$ cat config.mk
export PLATFORM = sky130hd
export DESIGN_NAME = led_nios2_processor_oci_dct_packer
export DESIGN_NICKNAME = d
export VERILOG_FILES = /design/src/rtl/led_nios2_processor_oci_dct_packer.sv
export SDC_FILE = /design/constraint.sdc
export NUM_CORES = 1
export LEC_CHECK = 0
export ABC_AREA = 1
export CAP_MARGIN = 20
export CORE_MARGIN = 2
export CORE_UTILIZATION = 40
export DETAILED_ROUTE_END_ITERATION = 10
export GPL_TIMING_DRIVEN = 0
export HOLD_SLACK_MARGIN = 0.05
export SETUP_SLACK_MARGIN = 0.4
export SYNTH_ARGS = -nofsm -noshare
export SYNTH_HDL_FRONTEND = slang
export SYNTH_SLANG_ARGS = --single-unit
$ cat constraint.sdc
create_clock -name clk_i -period 2 [get_ports clk_i]
set_clock_uncertainty 0.2 [all_clocks]
set_input_delay 0.2 -clock clk_i [delete_from_list [all_inputs] [get_ports clk_i]]
set_output_delay 0.2 -clock clk_i [all_outputs]
set_load 0.05 [all_outputs]
$ cat src/rtl/led_nios2_processor_oci_dct_packer.sv
`default_nettype none
// +--------------------------------------------------------------------------+
// | Module  : led_nios2_processor_oci_dct_packer                             |
// | Purpose : Producer side of the OCI debug-capture-trace frame interface.  |
// |           Packs 2-bit trace items LSB-first into a 30-bit frame and      |
// |           presents full or flushed frames over a valid/ready handshake.  |
// |           Also drives the test_ending / test_has_ended session status.   |
// | Ports   : clk_i, reset_i (async, active-high)                            |
// |           item_valid_i/item_data_i/item_ready_o : trace item input       |
// |           flush_i        : emit the partial frame                        |
// |           test_end_req_i : close the trace session                       |
// |           dct_buffer_o/dct_count_o/dct_valid_o/dct_ready_i : frame out   |
// |           test_ending_o/test_has_ended_o : session status                |
// |           frame_count_o  : handshake counter (OCI_DCT_FRAME_CNT_EN only) |
// | Options : define OCI_DCT_FRAME_CNT_EN to add frame_count_o               |
// | Revision: 1.0 - initial release                                          |
// +--------------------------------------------------------------------------+
module led_nios2_processor_oci_dct_packer #(
  parameter int MAX_COUNT     = 15,  // items per full frame, 1..15
  parameter int FLUSH_TIMEOUT = 64   // idle cycles before auto flush, 0 = off
) (
  input  logic        clk_i,
  input  logic        reset_i,
  input  logic        item_valid_i,
  input  logic [1:0]  item_data_i,
  output logic        item_ready_o,
  input  logic        flush_i,
  input  logic        test_end_req_i,
  output logic [29:0] dct_buffer_o,
  output logic [3:0]  dct_count_o,
  output logic        dct_valid_o,
  input  logic        dct_ready_i,
  output logic        test_ending_o,
  output logic        test_has_ended_o
`ifdef OCI_DCT_FRAME_CNT_EN
  ,
  output logic [15:0] frame_count_o
`endif
);

  typedef enum logic [1:0] {
    ST_FILL  = 2'd0,
    ST_EMIT  = 2'd1,
    ST_ENDED = 2'd2
  } state_t;

  // Timer is wide enough to hold FLUSH_TIMEOUT itself.
  localparam int            TW         = $clog2(FLUSH_TIMEOUT + 2);
  localparam bit            TIMER_EN   = (FLUSH_TIMEOUT > 0);
  localparam logic [TW-1:0] TIMER_LAST = TIMER_EN ? TW'(FLUSH_TIMEOUT - 1) : '0;
  localparam logic [3:0]    FULL_CNT   = 4'(MAX_COUNT);

  state_t        state_q, state_d;
  logic [29:0]   buffer_q, buffer_d;
  logic [3:0]    count_q, count_d;
  logic [TW-1:0] timer_q, timer_d;
  logic          ready_q, ready_d;
  logic          valid_q, valid_d;
  logic          ending_q, ending_d;
  logic          ended_q, ended_d;
  logic          accept;
  logic          timeout_hit;
  logic          flush_req;

  always_comb begin
    state_d     = state_q;
    buffer_d    = buffer_q;
    count_d     = count_q;
    timer_d     = timer_q;
    ending_d    = ending_q | test_end_req_i;
    accept      = item_valid_i & ready_q;
    timeout_hit = 1'b0;
    flush_req   = 1'b0;

    case (state_q)
      ST_FILL: begin
        if (accept) begin
          // Only slots below MAX_COUNT are ever written, so the upper
          // buffer bits stay zero for short frames.
          for (int k = 0; k < 15; k++) begin
            if ((k < MAX_COUNT) && (count_q == 4'(k))) begin
              buffer_d[2*k +: 2] = item_data_i;
            end
          end
          count_d = count_q + 4'd1;
          timer_d = '0;
        end else if (TIMER_EN && (count_q != 4'd0)) begin
          timer_d     = timer_q + 1'b1;
          // This idle cycle is the FLUSH_TIMEOUT-th one.
          timeout_hit = (timer_q == TIMER_LAST);
        end

        flush_req = flush_i | timeout_hit;

        // Decisions use the count after this cycle's item is included.
        if (count_d == FULL_CNT) begin
          state_d = ST_EMIT;
        end else if (test_end_req_i) begin
          state_d = (count_d != 4'd0) ? ST_EMIT : ST_ENDED;
        end else if (flush_req && (count_d != 4'd0)) begin
          state_d = ST_EMIT;
        end
      end

      ST_EMIT: begin
        if (dct_ready_i) begin
          buffer_d = '0;
          count_d  = 4'd0;
          timer_d  = '0;
          state_d  = ending_d ? ST_ENDED : ST_FILL;
        end
      end

      ST_ENDED: begin
        state_d = ST_ENDED;
      end

      default: begin
        state_d = ST_FILL;
      end
    endcase

    ready_d = (state_d == ST_FILL) && !ending_d;
    valid_d = (state_d == ST_EMIT);
    ended_d = (state_d == ST_ENDED);
  end

  always_ff @(posedge clk_i or posedge reset_i) begin
    if (reset_i) begin
      state_q  <= ST_FILL;
      buffer_q <= '0;
      count_q  <= 4'd0;
      timer_q  <= '0;
      ready_q  <= 1'b0;
      valid_q  <= 1'b0;
      ending_q <= 1'b0;
      ended_q  <= 1'b0;
    end else begin
      state_q  <= state_d;
      buffer_q <= buffer_d;
      count_q  <= count_d;
      timer_q  <= timer_d;
      ready_q  <= ready_d;
      valid_q  <= valid_d;
      ending_q <= ending_d;
      ended_q  <= ended_d;
    end
  end

  assign item_ready_o     = ready_q;
  assign dct_buffer_o     = buffer_q;
  assign dct_count_o      = count_q;
  assign dct_valid_o      = valid_q;
  assign test_ending_o    = ending_q;
  assign test_has_ended_o = ended_q;

`ifdef OCI_DCT_FRAME_CNT_EN
  logic [15:0] frame_cnt_q;

  // Saturating count of completed frame handshakes.
  always_ff @(posedge clk_i or posedge reset_i) begin
    if (reset_i) begin
      frame_cnt_q <= 16'd0;
    end else if (valid_q && dct_ready_i && (frame_cnt_q != 16'hFFFF)) begin
      frame_cnt_q <= frame_cnt_q + 16'd1;
    end
  end

  assign frame_count_o = frame_cnt_q;
`endif

endmodule
`default_nettype wire
==> run summary, run 1 <==
Implementation results.

The flow ran to the end, and the final reports show no timing, DRC or antenna violations. In the final layout, flip-flops and latches occupy between 1000 and 1500 um^2. The worst-case register-to-register setup slack is approximately 0.22 ns. The worst-path cell with the longest stage delay is sky130_fd_sc_hd__dfrtp_2. Global routing used 22.51% of the available met1 tracks.

The worst setup slack before clock tree synthesis is -0.1646 ns. The root buffer cell is sky130_fd_sc_hd__clkbuf_8. The portion of netlist area occupied by mux cells is 0%. In the post-synthesis netlist, the cell with the most instances is sky130_fd_sc_hd__nand2_1.

The number of warnings issued by yosys is 0. For reference, the top cells by count after synthesis are sky130_fd_sc_hd__nand2_1 (87), sky130_fd_sc_hd__dfrtp_1 (47), sky130_fd_sc_hd__o21ai_0 (35). The maximum net fanout on the critical path is 6. The final weighted congestion in routability-driven placement is roughly 0.82. The achievable clock frequency is 561.2 MHz. Note that the worst hold path type here is input pin to async pin. The number of instances in the placed design is just under 400. The global routing report lists met2 layer usage as 31.28%. The top cell class by occupied area is registers. Setup slack on the critical path of the routed design comes to ~0.22 ns. The cell area that synthesis handed to floorplanning was around 2200 um^2.

The core utilization at floorplan is 41.02%. The first detailed-routing pass ran for 4 iterations. The signal on the critical path passes through inv_4 -> ha_4 -> inv_2 -> nand3_2 -> nand2_2 -> nand2_2 -> nor2_2 -> nand2_1 -> nand2_1 -> nand2_1 -> nand2_2 -> nand2_2 -> nor2_2. The tool flagged a number of max-cap violations equal to 0.

In this run, post-CTS hold repair placed 0 buffers.
run 1: layout by cell type (no fill, tap or decap), drive strengths merged:
cell type and count:
bufinv 1, clkdlybuf4s50 6, dfrtp 47, clkbuf 22
o21ai 52, nor3 1, o211ai 1, or2 1
buf 19, nand3 11, o21a 1, xor2 2
o21bai 1, nor2 15, inv 25, nand2 90
dlygate4sd2 4, a31oi 1, nand4 2, a21oi 5
o22ai 5, clkdlybuf4s15 21, ha 5
run 1: power breakdown:
group	total, mW	internal [mW]	switching, mW
logic	2.66	0.809	1.85
clock network	0.678	0.367	0.312
registers	1.57	1.30	0.265
run 1: kinds of logic after synthesis:
logic type / after synthesis
adder cells (fa/ha/maj): 5
AND-OR/OR-AND: 66
buffers and inverters: 30
XOR/XNOR: 2
flip-flops: 47
AND/OR/NAND/NOR: 120
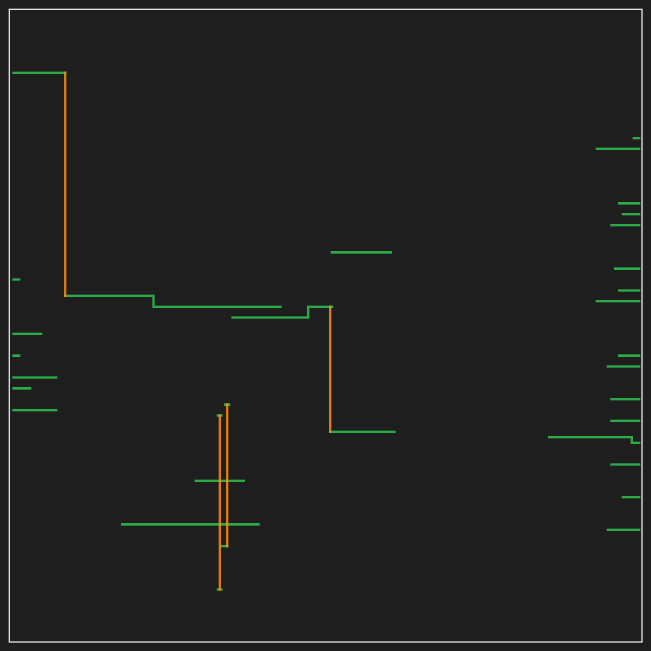
run_1/layers.png
Scale: 8 px per um. Two of the layers only.
legend:
  M4:
    colour: orange
    wire_length: 83.0 um
  M3:
    colour: green
    wire_length: 165 um
total length of routed wires: 5196 um
Overall Global Routing Usage: 17.95%
per-cell routed wire length: 12.67 um

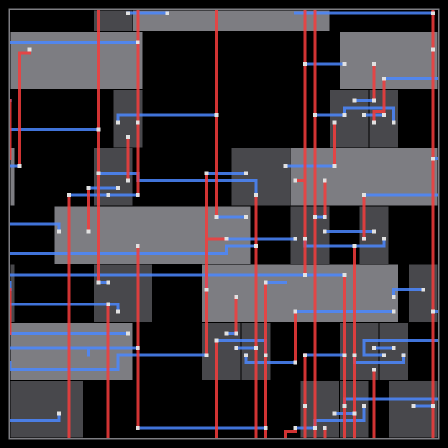
run_1/closeup.png
Window x 49 to 69, y 49 to 69 um. Cells in grey, sequential cells in the stronger grey; small squares are vias.
legend:
  M2:
    colour: red
  M1:
    colour: blue
most frequent: nand2_1 (6), o21ai_1 (6), dfrtp_1 (5)
netlist names of flops here include: dct_buffer_o (5)
sequential cells in the window: 5
cells with their middle in the window: 21

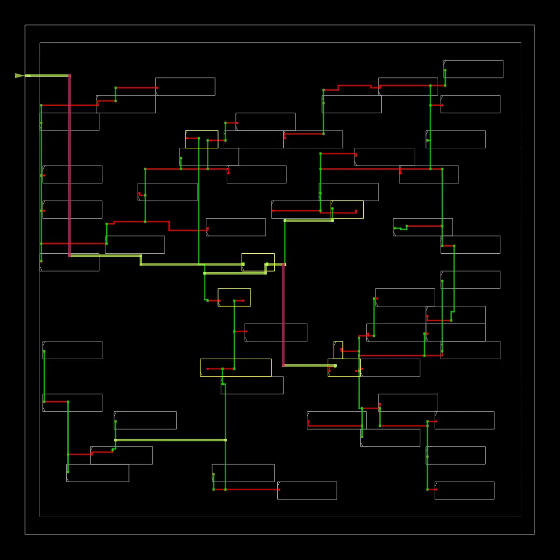
run_1/clock_nets.png
flip-flops: 47
clock network power: 0.678 mW
Clock buffer cells: 6

==> run 1 -> run 2 <==
REMOVE_ABC_BUFFERS = 1   (was default)
clock period = 1.85 ns   (was 2 ns; I/O delays follow)
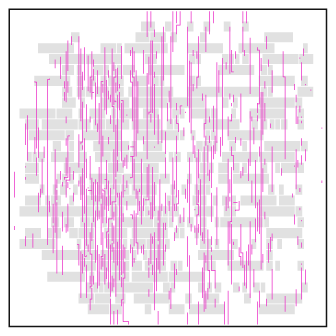
run_2/m2.png
Scale: 4 px per um.
wire length on this layer: 2620 um
longest straight run: 44.2 um
nets with wire on the layer: 293
share of all routed wire: 49%
main direction: vertical

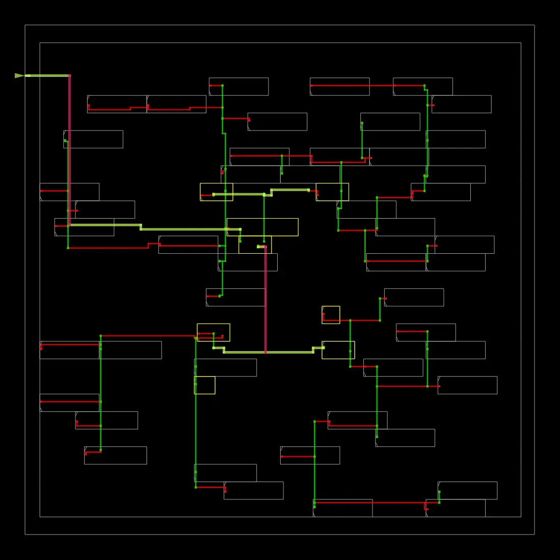
run_2/clock_nets.png
Clock buffer cells: 5
clock network power: 0.774 mW
Insertion Delay late pin: 0.30 ns

==> run 2 against run 1 <==
  * Worst hold slack worse by 0.013 ns
  * Synthesized area unchanged
  * Synthesized cell count unchanged
  * Register-to-register slack worse by 0.11 ns
  * First-iteration DRC count grew 15%
  * Final cell count increased by 0.98%
  * Sequential share of layout area increased by 0.47 points
  * Via count increased by 1.7%
==> run summary, run 2 <==
Implementation results.

The number of enable-type register cells in the synthesized netlist came to 0 (unchanged). Outcome: completed (unchanged). The post-detailed-routing wire length is 5317 um (was 5196 um).

The number of nets in the layout is 354 (was 351). The vertical die dimension was 78.91 um (unchanged). The share of total power consumed by net switching is 48.88% (was 49.47%). The final cell count without fillers came to 414 (was 410). The switching power summed over all nets was 2.746 mW (was 2.427 mW). The startpoint of the worst-slack reg-to-reg timing path is dct_count_o[0]$_DFFE_PP0P_ (unchanged).

The maximum net fanout on the critical path was 4 (was 6). The aggregate global-route resource usage is 17.08% (was 17.95%). The final weighted congestion in routability-driven placement is 0.8066 (was 0.8203).

The worst min-delay path category is input pin to async pin (unchanged). The number of instances in the placed design is 383 (was 388). The flip-flop cell with the highest count after synthesis is sky130_fd_sc_hd__dfrtp_1 (unchanged).

The final routed wire length divided by cell count is 12.84 um (was 12.67 um). The maximum number of pins on one net before global-route repair came to 26 (unchanged). Leading post-synthesis cells by cell area: sky130_fd_sc_hd__dfrtp_1 (52%), sky130_fd_sc_hd__nand2_1 (15%), sky130_fd_sc_hd__o21ai_0 (7.8%) (unchanged). The launch point of the critical path is dct_count_o[0]$_DFFE_PP0P_ (unchanged). The number of warnings issued by yosys was 0 (unchanged). The number of max-capacitance violations reported was 0 (unchanged). The most popular library cell in the synthesized design by count is sky130_fd_sc_hd__nand2_1 (unchanged). The length of the first detailed-routing pass in iterations was 5 (was 4). The design internal power is 2.871 mW (was 2.479 mW).

The delay of the slowest cell on the worst path is 0.46 ns (was 0.47 ns). The root buffer cell is sky130_fd_sc_hd__clkbuf_8 (unchanged). The portion of netlist area occupied by mux cells is 0% (unchanged). The core utilization at floorplan is 41.02% (unchanged). The global routing met1 resource utilization is 22.39% (was 22.51%). The clock group share of total power is 13.8% (about the same). Most numerous cell types in the synthesized netlist: sky130_fd_sc_hd__nand2_1 (87), sky130_fd_sc_hd__dfrtp_1 (47), sky130_fd_sc_hd__o21ai_0 (35) (unchanged). The sequential share of power is 30.2% (was 31.9%). The number of buffers between clock root and the deepest sink is 2 (unchanged). The worst-path cell with the longest stage delay is sky130_fd_sc_hd__dfrtp_2 (unchanged). Most frequent cells in the layout: sky130_fd_sc_hd__nand2_1 (80), sky130_fd_sc_hd__dfrtp_1 (42), sky130_fd_sc_hd__o21ai_1 (32) (was sky130_fd_sc_hd__nand2_1 (68), sky130_fd_sc_hd__dfrtp_1 (41), sky130_fd_sc_hd__o21ai_1 (34)). The power share of the combinational group is 56.0% (was 54.2%).

The via count of the routed design was 2021 (was 1988). The post-synthesis instance area is 2245 um^2 (unchanged). CP Cell Sequence: inv_2 -> ha_4 -> inv_2 -> nand3_2 -> nand2_2 -> nand2_2 -> nor2_1 -> nand2_1 -> nand2_1 -> nand2_1 -> nand2_2 -> nand2_2 -> nor2_2 (was inv_4 -> ha_4 -> inv_2 -> nand3_2 -> nand2_2 -> nand2_2 -> nor2_2 -> nand2_1 -> nand2_1 -> nand2_1 -> nand2_2 -> nand2_2 -> nor2_2). The met2 routing resource usage after global routing was 29.23% (was 31.28%).

The worst setup slack before clock tree synthesis is -0.4218 ns (was -0.1646 ns). The achievable clock frequency is 573.2 MHz (was 561.2 MHz). The leading cell type in the layout, fill and taps excluded is sky130_fd_sc_hd__nand2_1 (unchanged). The initial antenna violation count is 0 (unchanged). The final worst slack is 0.1053 ns (was 0.2182 ns).

The worst-case register-to-register setup slack is 0.11 ns (was 0.22 ns).
## run 2: final cells by class
cell class	instances	area [um^2]
flip-flops and latches	47	1182
fillers	522	2308
repair buffers	68	554.3
inverters	25	98.84
well taps	72	90.09
clock buffers	5	68.82
multi-input cells	194	1124
clock inverters	3	46.29
## run 2: power groups by stage
stage               clock network [mW]  registers [mW]  logic (mW)
floorplan                            0            2.80       0.700
global placement                     0            1.69        2.67
detailed placement                   0            1.70        2.71
CTS                              0.791            1.68        2.92
global route                     0.840            1.74        3.38
finish                           0.774            1.69        3.15
## run 2: what timing repair did
action | 4_1_cts | 5_1_grt
cloned | 0 | 1
hold endpoints to repair | 16 | 0
buffers inserted | 12 | 10
setup endpoints to repair | 84 | 76
resized | 151 | 110
pin swaps | 3 | 22
==> run 2 -> run 3 <==
CORE_MARGIN = default   (was 2)
SLEW_MARGIN = 5   (was default)
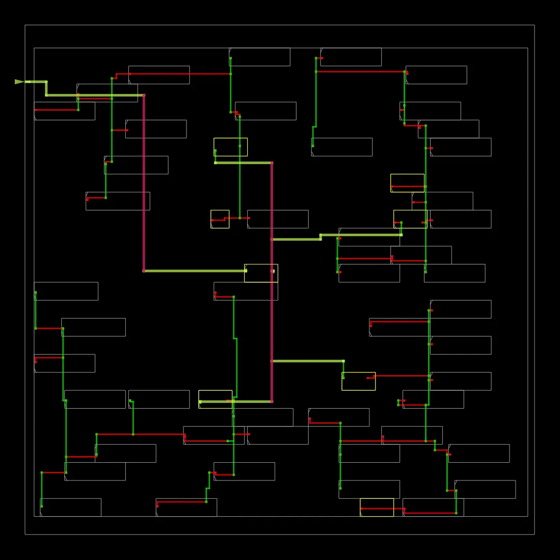
run_3/clock_nets.png
TritonCTS Buffers: 5
Clock buffer cells: 7
clock network power: 0.692 mW

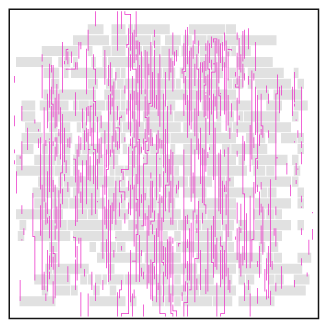
run_3/m2.png
Scale: 4 px per um.
wire length on this layer: 3370 um
nets with wire on the layer: 311
main direction: vertical
longest straight run: 40.1 um
share of all routed wire: 50%

==> run 3 against run 2 <==
  * Cell area rose by 20%
  * Power rose by 4.9%
  * Synthesized cell count did not move
  * Final cell count rose by 2.2%
  * Core utilization rose by 14 points
  * Clock power fell by 11%
==> run summary, run 3 <==
Implementation results.

The via count of the routed design is 2180 (was 2021). The top cell class by occupied area is combinational gates (was registers). The met2 routing resource usage after global routing is 34.38% (was 29.23%).

The final sequential cell count is 47 (unchanged). The fraction of area in multi-input gates was 42.40% (was 35.51%). The number of multi-input combinational cells is 195 (was 194). The final cell count without fillers came to 423 (was 414). The flip-flop and latch area came to 1182 um^2 (unchanged). The vertical die dimension is 76.91 um (was 78.91 um).

The global routing met1 resource utilization came to 28.53% (was 22.39%). The worst-path cell with the longest stage delay is sky130_fd_sc_hd__dfrtp_2 (unchanged). The worst min-delay path category is input pin to async pin (unchanged). The root buffer cell is sky130_fd_sc_hd__clkbuf_8 (unchanged). The post-detailed-routing wire length is 6718 um (was 5317 um). The leading cell type in the layout, fill and taps excluded is sky130_fd_sc_hd__dfrtp_1 (was sky130_fd_sc_hd__nand2_1). The well tap count is 70 (was 72). The core utilization at floorplan came to 42.59% (was 41.02%). The area occupied by multi-input gates is 1609 um^2 (was 1124 um^2). The latest clock arrival within the worst-skew pair is 0.30 ns (about the same).

The startpoint of the worst-slack reg-to-reg timing path is dct_count_o[0]$_DFFE_PP0P_ (unchanged). The number of buffers between clock root and the deepest sink was 2 (unchanged). The number of enable-type register cells in the synthesized netlist came to 0 (unchanged). The worst setup slack before clock tree synthesis is -0.4032 ns (was -0.4218 ns). Leading post-synthesis cells by cell area: sky130_fd_sc_hd__dfrtp_1 (52%), sky130_fd_sc_hd__nand2_1 (15%), sky130_fd_sc_hd__o21ai_0 (7.8%) (unchanged).

The number of max-capacitance violations reported is 0 (unchanged). The final worst slack is 0.06212 ns (was 0.1053 ns). The maximum net fanout on the critical path was 6 (was 4).

The number of instances in the placed design was 381 (was 383). The post-synthesis instance area was 2245 um^2 (unchanged). Most numerous cell types in the synthesized netlist: sky130_fd_sc_hd__nand2_1 (87), sky130_fd_sc_hd__dfrtp_1 (47), sky130_fd_sc_hd__o21ai_0 (35) (unchanged). The worst-case register-to-register setup slack is 0.06 ns (was 0.11 ns). The final routed wire length divided by cell count is 15.88 um (was 12.84 um). The launch point of the critical path was dct_count_o[0]$_DFFE_PP0P_ (unchanged).

CP Cell Sequence: inv_2 -> ha_4 -> nand3_4 -> inv_4 -> a31oi_4 -> clkinv_4 -> o21bai_1 -> o21ai_1 -> inv_1 (was inv_2 -> ha_4 -> inv_2 -> nand3_2 -> nand2_2 -> nand2_2 -> nor2_1 -> nand2_1 -> nand2_1 -> nand2_1 -> nand2_2 -> nand2_2 -> nor2_2). The portion of netlist area occupied by mux cells came to 0% (unchanged). The initial antenna violation count is 0 (unchanged). The delay of the slowest cell on the worst path is 0.41 ns (was 0.46 ns).

The proportion of cell area spent on the clock network is 2.737% (was 3.638%). Outcome: completed (unchanged). The final weighted congestion in routability-driven placement is 0.8103 (was 0.8066). The maximum number of pins on one net before global-route repair came to 25 (was 26). The flip-flop cell with the highest count after synthesis is sky130_fd_sc_hd__dfrtp_1 (unchanged). The aggregate global-route resource usage was 21.03% (was 17.08%). The non-clock inverter instance count of the final layout came to 25 (unchanged). The layout filler cell count is 377 (was 522). The number of nets in the layout is 365 (was 354).

The most popular library cell in the synthesized design by count is sky130_fd_sc_hd__nand2_1 (unchanged). The share of cell area taken by flip-flops and latches came to 31.16% (was 37.37%). The post-CTS hold buffer count recorded in the log is 0.
-- run 3: cell counts after synthesis --
Identical to the previous run, type by type.
-- run 3: layer usage --
| metal | wire [um] | up-vias |
|---|---|---|
| li1 | - | 1056 |
| met1 | 2952 | 1060 |
| met2 | 3366 | 51 |
| met3 | 291 | 13 |
| met4 | 108 | 0 |
| met5 | 0 | - |
-- run 3: where the power goes --
| group | internal [mW] | switching [mW] | total [mW] |
|---|---|---|---|
| logic | 1.09 | 2.38 | 3.47 |
| clock network | 0.340 | 0.352 | 0.692 |
| registers | 1.41 | 0.325 | 1.73 |
-- run 3: timing repair --
item | 4_1_cts | 5_1_grt
pin swaps | 12 | 34
endpoints found under the setup margin | 84 | 69
buffers inserted | 21 | 10
gates cloned | 2 | 1
gates resized | 199 | 201

==> gallery <==
I/O nets highlighted.
Scale: 4 px per um.
image #1
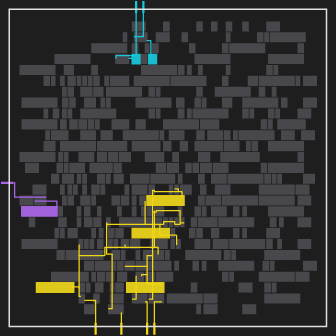
image #2
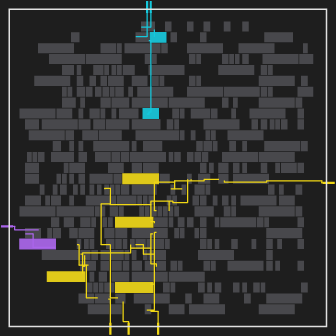
image #3
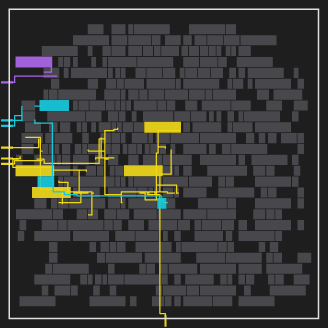
run 3 -> image #3
run 1 -> image #1
run 2 -> image #2

No activity file was given, so power comes from the tool's default toggle rates.
